### config.mk
export PLATFORM = sky130hd
export DESIGN_NAME = fetch_queue_flat
export DESIGN_NICKNAME = d
export VERILOG_FILES = /design/src/rtl/fetch_queue_if.sv /design/src/rtl/fetch_queue.sv /design/src/flat_wrapper.sv
export SDC_FILE = /design/constraint.sdc
export NUM_CORES = 1
export LEC_CHECK = 0
export CAP_MARGIN = 10
export CELL_PAD_IN_SITES_DETAIL_PLACEMENT = 1
export CELL_PAD_IN_SITES_GLOBAL_PLACEMENT = 1
export CORE_MARGIN = 4
export CORE_UTILIZATION = 49
export DETAILED_ROUTE_END_ITERATION = 8
export PLACE_DENSITY_LB_ADDON = 0.1
export SLEW_MARGIN = 20
export SYNTH_ARGS = -nofsm -noshare
export SYNTH_HDL_FRONTEND = slang
export SYNTH_SLANG_ARGS = --single-unit
export TNS_END_PERCENT = 5
### constraint.sdc
create_clock -name clk -period 5.5 [get_ports clk]
set_input_delay 1.1 -clock clk [delete_from_list [all_inputs] [get_ports clk]]
set_output_delay 1.1 -clock clk [all_outputs]
set_load 0.02 [all_outputs]
### src/rtl/fetch_queue_if.sv
// Fetch-to-decode handshake bundle for fetch_queue: the push channel from fetch
// and the pop channel to decode. The slave modport is the queue's view.
interface fetch_queue_if #(
  parameter int IW = 32,
  parameter int AW = 32
);
  logic          in_valid;
  logic          in_ready;
  logic [IW-1:0] in_instr;
  logic [AW-1:0] in_pc;
  logic          out_valid;
  logic          out_ready;
  logic [IW-1:0] out_instr;
  logic [AW-1:0] out_pc;
  logic [AW-1:0] out_pcplus4;

  modport master (
    output in_valid, in_instr, in_pc, out_ready,
    input  in_ready, out_valid, out_instr, out_pc, out_pcplus4
  );

  modport slave (
    input  in_valid, in_instr, in_pc, out_ready,
    output in_ready, out_valid, out_instr, out_pc, out_pcplus4
  );
endinterface

### src/rtl/fetch_queue.sv
// Instruction prefetch queue between fetch and decode; flush/reset empty it in one
// cycle. Optional empty-queue pass-through enabled by defining FQ_BYPASS_EN.
module fetch_queue #(
  parameter int DEPTH = 4,
  parameter int IW    = 32,
  parameter int AW    = 32
) (
  input  logic                     clk,
  input  logic                     reset,
  input  logic                     flush,
  fetch_queue_if.slave             fq,
  output logic [$clog2(DEPTH):0]   count
);
  localparam int PW = $clog2(DEPTH);
  localparam int CW = PW + 1;
  localparam logic [IW-1:0] NOP = IW'(32'h0000_0013);

  if (DEPTH < 2 || (DEPTH & (DEPTH - 1)) != 0) begin : g_bad_depth
    $error("fetch_queue: DEPTH must be a power of two and at least 2");
  end

  logic [IW-1:0] mem_instr [DEPTH];
  logic [AW-1:0] mem_pc    [DEPTH];
  logic [PW-1:0] wr_ptr;
  logic [PW-1:0] rd_ptr;
  logic          not_empty;
  logic          bypass;
  logic          push;
  logic          pop;

  assign not_empty = (count != '0);

`ifdef FQ_BYPASS_EN
  assign bypass = !not_empty && fq.in_valid && !flush;
`else
  assign bypass = 1'b0;
`endif

  // A full queue refuses pushes even when decode pops in the same cycle.
  assign fq.in_ready  = (count < CW'(DEPTH));
  assign fq.out_valid = not_empty || bypass;

  // A bypassed word taken by decode never enters storage.
  assign push = fq.in_valid && fq.in_ready && !(bypass && fq.out_ready);
  assign pop  = not_empty && fq.out_ready;

  always_comb begin
    fq.out_instr = NOP;
    fq.out_pc    = '0;
    if (bypass) begin
      fq.out_instr = fq.in_instr;
      fq.out_pc    = fq.in_pc;
    end else if (not_empty) begin
      fq.out_instr = mem_instr[rd_ptr];
      fq.out_pc    = mem_pc[rd_ptr];
    end
  end

  assign fq.out_pcplus4 = fq.out_pc + AW'(4);

  always_ff @(posedge clk) begin
    if (reset || flush) begin
      count  <= '0;
      wr_ptr <= '0;
      rd_ptr <= '0;
    end else begin
      // NOTE: non-blocking updates so every register samples pre-edge values.
      if (push) wr_ptr <= wr_ptr + 1'b1;
      if (pop)  rd_ptr <= rd_ptr + 1'b1;
      case ({push, pop})
        2'b10:   count <= count + 1'b1;
        2'b01:   count <= count - 1'b1;
        default: count <= count;
      endcase
    end
  end

  // NOTE: storage is deliberately not reset; entries are only observable through
  // count, which is reset, so stale contents can never reach decode.
  always_ff @(posedge clk) begin
    if (push) begin
      mem_instr[wr_ptr] <= fq.in_instr;
      mem_pc[wr_ptr]    <= fq.in_pc;
    end
  end
endmodule

### src/flat_wrapper.sv
// flat-port wrapper written by rule: the top's interface ports become plain ports
module fetch_queue_flat 
#(
  parameter int DEPTH = 4,
  parameter int IW    = 32,
  parameter int AW    = 32
)
  (clk, reset, flush, count, fq_in_valid, fq_in_instr, fq_in_pc, fq_out_ready, fq_in_ready, fq_out_valid, fq_out_instr, fq_out_pc, fq_out_pcplus4);
  fetch_queue_if #(.IW(IW), .AW(AW)) fq_i ();
  input  logic clk;
  input  logic reset;
  input  logic flush;
  output logic [$clog2(DEPTH):0] count;
  input wire logic [$bits(fq_i.in_valid)-1:0] fq_in_valid;
  input wire logic [$bits(fq_i.in_instr)-1:0] fq_in_instr;
  input wire logic [$bits(fq_i.in_pc)-1:0] fq_in_pc;
  input wire logic [$bits(fq_i.out_ready)-1:0] fq_out_ready;
  output wire logic [$bits(fq_i.in_ready)-1:0] fq_in_ready;
  output wire logic [$bits(fq_i.out_valid)-1:0] fq_out_valid;
  output wire logic [$bits(fq_i.out_instr)-1:0] fq_out_instr;
  output wire logic [$bits(fq_i.out_pc)-1:0] fq_out_pc;
  output wire logic [$bits(fq_i.out_pcplus4)-1:0] fq_out_pcplus4;
  assign fq_i.in_valid = fq_in_valid;
  assign fq_i.in_instr = fq_in_instr;
  assign fq_i.in_pc = fq_in_pc;
  assign fq_i.out_ready = fq_out_ready;
  assign fq_in_ready = fq_i.in_ready;
  assign fq_out_valid = fq_i.out_valid;
  assign fq_out_instr = fq_i.out_instr;
  assign fq_out_pc = fq_i.out_pc;
  assign fq_out_pcplus4 = fq_i.out_pcplus4;
  fetch_queue #(.DEPTH(DEPTH), .IW(IW), .AW(AW)) u_core (.clk(clk), .reset(reset), .flush(flush), .fq(fq_i), .count(count));
endmodule
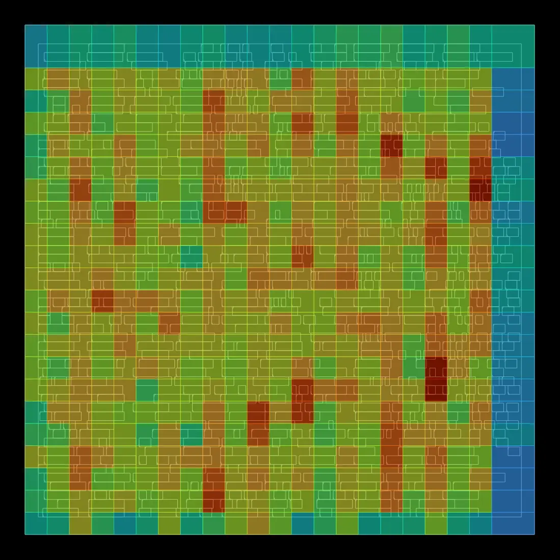
Figure 1: track usage over the die.
GR Layer Usage met1: 0.275
M3 GR Usage: 0.0410

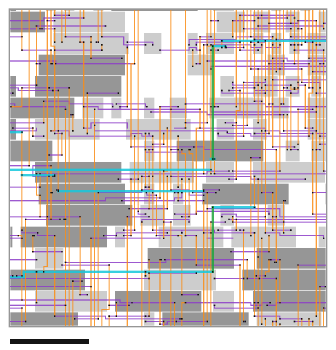
Figure 2: zoomed window.
The bar under the picture is 10 um long. Region (99, 20) to (139, 60) um. Cells in gray, sequential cells in the stronger gray; small squares are vias.
met2 -> orange
met4 -> green
met1 -> purple
met3 -> cyan
netlist names of flops here include = `u_core.mem_pc` (17)
cells with their middle in the window = 69
sequential cells in the window = 17
most frequent = edfxtp_1 (17), nand2_1 (7)

==> final cells by class <==
cell class	count	area, um2	share of cell area
Clock buffer	34	785	0.0564
Antenna cell	1	2.50	0.000180
Inverter	14	52.6	0.00377
Clock inverter	15	154	0.0111
Sequential cell	265	7880	0.566
Multi-Input combinational cell	285	2970	0.214
Timing Repair Buffer	174	1730	0.124
Tap cell	280	350	0.0252
==> per-stage QoR <==
step,cell area (um2),setup slack [ps],hold slack [ps]
floorplan,11100,1040,485
global placement,13000,1030,503
detailed placement,13000,902,526
CTS,13900,297,532
global route,13900,71.0,576
finish,13900,369,534
==> worst min-delay path, stage by stage (launching register included) <==
cell and delay (ps):
dfxtp_1 320, xor2_1 60, nor2_1 110
==> CHANGELOG.md <==
### Changed

- GR Layer Usage met2: 0.353
- Crit Path Class: flop to output pin
- Top cells by count: edfxtp_1 (256), and2_1 (62), mux4_2 (56)
- Clock network power: 1.90 mW
- Sink Count: 265
- Total cells reported by yosys after synthesis: between 500 and 600
- XOR/XNOR Area Share: 0.0254
- Reg2Reg Depth: 11
- Root Buffer Master: clkbuf_16
- Remaining Overflow, GRT: 0
- Complex Gates by Area: 0.00657
- Yosys top cell by instances: edfxtp_1
- Hold buffer count at cts: 0
- Max VDD drop: ~0.25 mV
- Synth cell types: approximately 42
- Basic Gates by Area: 0.0839
- # port buffers: between 150 and 200
- Clk pwr share: 0.411
- Run status: finished, final reports clean
- Pre-antenna DRT Iters: 5
- Syn Area/Cell: between 15 and 20 um2
- Share of layout cells above drive strength 1: 0.158
- Non-Filler Instances: approximately 1100
- Tool warnings: 29
- Tcrit/Tclk final: 0.933
- Vias in the first global route: between 6000 and 7000
- Largest net degree at the start of global routing: 65
- Cell Int Power: approximately 3.6 mW
- TritonCTS clock tree: built
- Cts bufs inserted: 28
- Largest regs: u_core.mem_instr: 128 flops, u_core.mem_pc: 128 flops, u_core.count: 3 flops
- Worst-Margin Slew: between 1000 and 1500 ps
- Mux share: 0.144
- Pleak: 4.54 nW
- I/O pin cnt: 170
- Busiest grt layer: met2
- Psw: a little under 1 mW
- Crit path depth: 7
- H-tree Lvls: 1
- Initial antenna violation count: 0
- Layout area overhead: 26.0%
- CP required: between 4000 and 5000 ps
- Fmax: approximately 200 MHz
- Area leader share: 0.696
- Post-DP HPWL: 16.2 mm
- DR vias: just under 6000
- Commonest flop: edfxtp_1
- CP Data Arrival Time: 4030 ps
Power figures rest on the tool's default switching activity, not on a simulated workload.
